`src/rtl/tag_mem_pkg.sv`:
```
// Shared definitions for the tag memory: channel-index width helper,
// response status codes and the defaults for the current tag generation.
package tag_mem_pkg;

    localparam logic RSP_OK  = 1'b0;
    localparam logic RSP_ERR = 1'b1;

    localparam int DEF_INIT_VAL   = 0;
    localparam int DEF_LOCK_DEPTH = 16;

    // Width of a channel index; never below 1 so NUM_CH=1 still has a port.
    function automatic int clog2(input int n);
        int r;
        r = 0;
        for (int k = 0; k < 32; k++) begin
            if ((1 << r) < n) r++;
        end
        return (r < 1) ? 1 : r;
    endfunction

endpackage

```
`src/rtl/tag_rr_arbiter.sv`:
```
// Round-robin arbiter: one grant per cycle, search starting at the priority
// pointer; the pointer moves past the winner whenever a transfer occurs.
module tag_rr_arbiter
    import tag_mem_pkg::*;
#(
    parameter int NUM_CH = 2,
    localparam int IDX_W = clog2(NUM_CH)
) (
    input  logic              clk,
    input  logic              rst,
    input  logic [NUM_CH-1:0] i_req,
    input  logic              i_advance,
    output logic [NUM_CH-1:0] o_grant,
    output logic [IDX_W-1:0]  o_idx,
    output logic [IDX_W-1:0]  o_ptr
);

    logic [IDX_W-1:0] r_ptr;
    logic [IDX_W-1:0] w_cand;
    logic             w_found;

    always_comb begin
        o_grant = '0;
        o_idx   = '0;
        w_cand  = '0;
        w_found = 1'b0;
        for (int k = 0; k < NUM_CH; k++) begin
            w_cand = IDX_W'((int'(r_ptr) + k) % NUM_CH);
            if (!w_found && i_req[w_cand]) begin
                w_found         = 1'b1;
                o_grant[w_cand] = 1'b1;
                o_idx           = w_cand;
            end
        end
    end

    always_ff @(posedge clk or posedge rst) begin
        if (rst) begin
            r_ptr <= '0;
        end else if (i_advance) begin
            r_ptr <= IDX_W'((int'(o_idx) + 1) % NUM_CH);
        end
    end

    assign o_ptr = r_ptr;

endmodule

```
`src/rtl/tag_mem_arb.sv`:
```
// Register-based tag memory shared by NUM_CH requesters through a round-robin
// arbiter, with a sticky write-lock over the low LOCK_DEPTH words.
module tag_mem_arb
    import tag_mem_pkg::*;
#(
    parameter int DATA_W     = 16,
    parameter int ADDR_W     = 6,
    parameter int NUM_CH     = 2,
    parameter int LOCK_DEPTH = DEF_LOCK_DEPTH,
    parameter logic [DATA_W-1:0] INIT_VAL = DATA_W'(DEF_INIT_VAL),
    localparam int DEPTH     = 2 ** ADDR_W,
    localparam int IDX_W     = clog2(NUM_CH)
) (
    input  logic                     clk,
    input  logic                     rst,
    input  logic [NUM_CH-1:0]        req_valid,
    output logic [NUM_CH-1:0]        req_ready,
    input  logic [NUM_CH-1:0]        req_we,
    input  logic [NUM_CH*ADDR_W-1:0] req_addr,
    input  logic [NUM_CH*DATA_W-1:0] req_wdata,
    output logic                     rsp_valid,
    output logic [IDX_W-1:0]         rsp_ch,
    output logic [DATA_W-1:0]        rsp_data,
    output logic                     rsp_err,
    input  logic                     i_lock,
    output logic                     o_locked
);

    // Handshake: a transfer happens on a rising edge where req_valid[i] and
    // req_ready[i] are both high; the requester holds we/addr/wdata stable
    // until then. The response strobe rsp_valid follows exactly one cycle later.

    logic [NUM_CH-1:0] w_grant;
    logic [IDX_W-1:0]  w_idx;
    logic [IDX_W-1:0]  w_ptr;
    logic              w_xfer;
    logic              w_we;
    logic [ADDR_W-1:0] w_addr;
    logic [DATA_W-1:0] w_wdata;
    logic              w_prot;

    logic [DATA_W-1:0] r_mem [DEPTH];
    logic              r_locked;

    tag_rr_arbiter #(.NUM_CH(NUM_CH)) u_arb (
        .clk       (clk),
        .rst       (rst),
        .i_req     (req_valid),
        .i_advance (w_xfer),
        .o_grant   (w_grant),
        .o_idx     (w_idx),
        .o_ptr     (w_ptr)
    );

    assign req_ready = w_grant;
    assign w_xfer    = |w_grant;
    assign w_we      = req_we[w_idx];
    assign w_addr    = req_addr[w_idx*ADDR_W +: ADDR_W];
    assign w_wdata   = req_wdata[w_idx*DATA_W +: DATA_W];
    // The lock flag is registered, so a write in the i_lock cycle still lands.
    assign w_prot    = r_locked && (int'(w_addr) < LOCK_DEPTH);

    always_ff @(posedge clk or posedge rst) begin
        if (rst) begin
            for (int i = 0; i < DEPTH; i++) r_mem[i] <= INIT_VAL;
            r_locked  <= 1'b0;
            rsp_valid <= 1'b0;
            rsp_ch    <= '0;
            rsp_data  <= '0;
            rsp_err   <= RSP_OK;
        end else begin
            if (i_lock) r_locked <= 1'b1;
            rsp_valid <= w_xfer;
            if (w_xfer) begin
                rsp_ch <= w_idx;
                if (w_we && !w_prot) begin
                    r_mem[w_addr] <= w_wdata;
                    rsp_data      <= w_wdata;
                    rsp_err       <= RSP_OK;
                end else begin
                    rsp_data <= r_mem[w_addr];
                    rsp_err  <= (w_we && w_prot) ? RSP_ERR : RSP_OK;
                end
            end
        end
    end

    assign o_locked = r_locked;

    logic w_unused;
    assign w_unused = ^w_ptr;

endmodule

```
`config.mk`:
```
export PLATFORM = sky130hd
export DESIGN_NAME = tag_mem_arb
export DESIGN_NICKNAME = d
export VERILOG_FILES = /design/src/rtl/tag_mem_pkg.sv /design/src/rtl/tag_rr_arbiter.sv /design/src/rtl/tag_mem_arb.sv
export SDC_FILE = /design/constraint.sdc
export NUM_CORES = 2
export LEC_CHECK = 0
export ABC_AREA = 0
export CORE_MARGIN = 10
export CORE_UTILIZATION = 60
export DETAILED_ROUTE_END_ITERATION = 16
export PLACE_DENSITY = 0.77
export SLEW_MARGIN = 5
export SYNTH_ARGS = -nofsm -noshare
export SYNTH_HDL_FRONTEND = slang
export SYNTH_SLANG_ARGS = --single-unit
```
`constraint.sdc`:
```
create_clock -name clk -period 75.8 [get_ports clk]
set_input_delay 15.16 -clock clk [delete_from_list [all_inputs] [get_ports clk]]
set_output_delay 15.16 -clock clk [all_outputs]
set_load 0.05 [all_outputs]
```
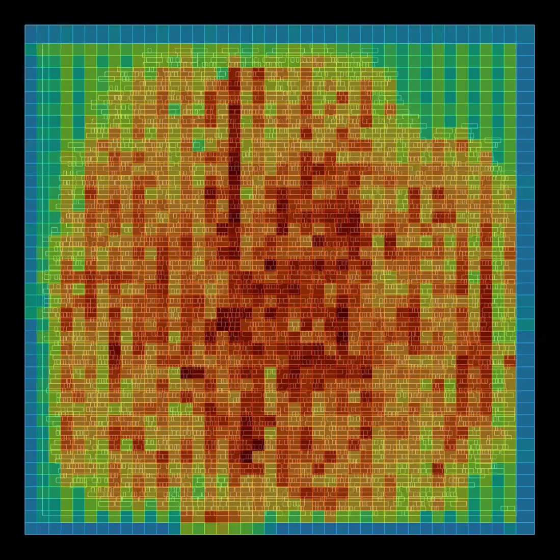
Figure 1: congestion heat map.
Most Crowded Layer GR: met2
met3 demand-to-capacity share in global routing: 8.80%
GR Util met2: 48.1%
GR Util met1: 42.1%

==> notes.md <==
Notes on the physical implementation.

- The run finished with clean final reports.
- Summing all multi-input logic gate instances after layout gives 17100 sq um.
- The largest net degree at the start of global routing is 184, for reference.
- The clock network fraction of total power is between 30% and 40%, for reference.
- The area fraction in compound gates after synthesis is between 20% and 30%, for reference.
- The number of clock sinks came to about 1000.
- Grouping stages by cell kind, the critical path spends the most delay in buffers and inverters.
- The final number of setup-violating endpoints is 0, for reference.
- The count of buffers added by post-CTS timing repair for setup is 0, for reference.
- In this run the number of cells on the critical path is 6.
- The instance tally after logic synthesis is about 4600, for reference.
- The count of hold buffers inserted by post-cts repair is 0, for reference.
- Per the layout area report, the combinational fraction of cell area is about a third.
- The core utilization before placement is between 60% and 70%, for reference.
- The arrival time at the worst endpoint is about 18000 ps, for reference.
- The power drawn by the combinational cells is roughly 190 uW, for reference.
- For this design the top-level I/O count stands at ~73.
- The area taken by flip-flops and latches is between 20000 and 30000 sq um, for reference.
- Counting every net in the synthesized netlist gives 4690.
- The share of post-route cells with drive strength above 1 is under 10%, for reference.
- The detailed route wirelength on metal2 is between 60000 and 70000 um, for reference.
- After layout, the design draws a total of approximately 1.4 mW.
- STA shows the worst reg2reg path with a cell count of 8.
- For reference, the post-synthesis area per instance comes to about 9.7 sq um.
- Logged for this run, the post-placement worst setup slack is 42810 ps.
- The clock passes through at most 3 buffers.
- The portion of total power attributed to combinational logic is 13.3%, for reference.
- The element type at the critical path end is an output pin, for reference.
- The worst hold path begins at r_mem[69]$_DFFE_PP0P_.
- TritonCTS built the clock tree.
- The number of flip-flops in the largest register is 1024, for reference.
- In the per-layer breakdown of the detailed-route log, met1 shows about 54000 um.
- The largest registers in the layout are r_mem (1024), rsp_data (16).
- The root buffer cell chosen for the clock tree is sky130_fd_sc_hd__clkbuf_16.
- In the hold timing report, the worst path depth is 2.
- The count of plain and timing-repair buffers is 188, for reference.
- Of the total power, the share spent switching nets is 28.1%.
- The full die area is between 80000 and 90000 sq um, for reference.
- The clock period minus final worst setup slack is 33000 ps, for reference.
- The clock buffer instance count of the final layout is approximately 160, for reference.
- The hold violation count in the final report is 0, for reference.
- The most repeated cell in the gate-level netlist after synthesis is sky130_fd_sc_hd__dfrtp_1, for reference.
- During synthesis, Yosys emitted a total of 0 warnings.
- Internal power comes to just over 1 mW.
- The total number of vias is between 30000 and 40000, for reference.
- The standard cell area after detailed placement is ~46000 sq um, for reference.
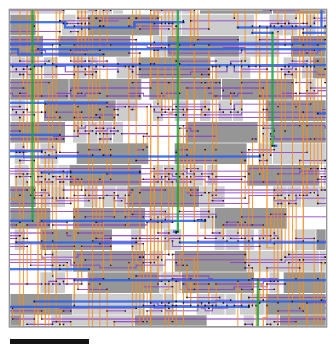
Figure 2: a small window of the routed layout.
Bar = 10 um. Region (200, 53) to (240, 93) um. Cells in gray, sequential cells in the stronger gray; small squares are vias.
Orange marks met2. Purple marks met1. Blue marks met3. Green marks met4.
Most frequent: dfrtp_1 (31), nand2_1 (26), o21ai_0 (23). Sequential cells in the window: 31. Netlist names of flops here include r_mem (31). 114 logic cells have their middle in the window.

Power is estimated from default activity; no workload was simulated.
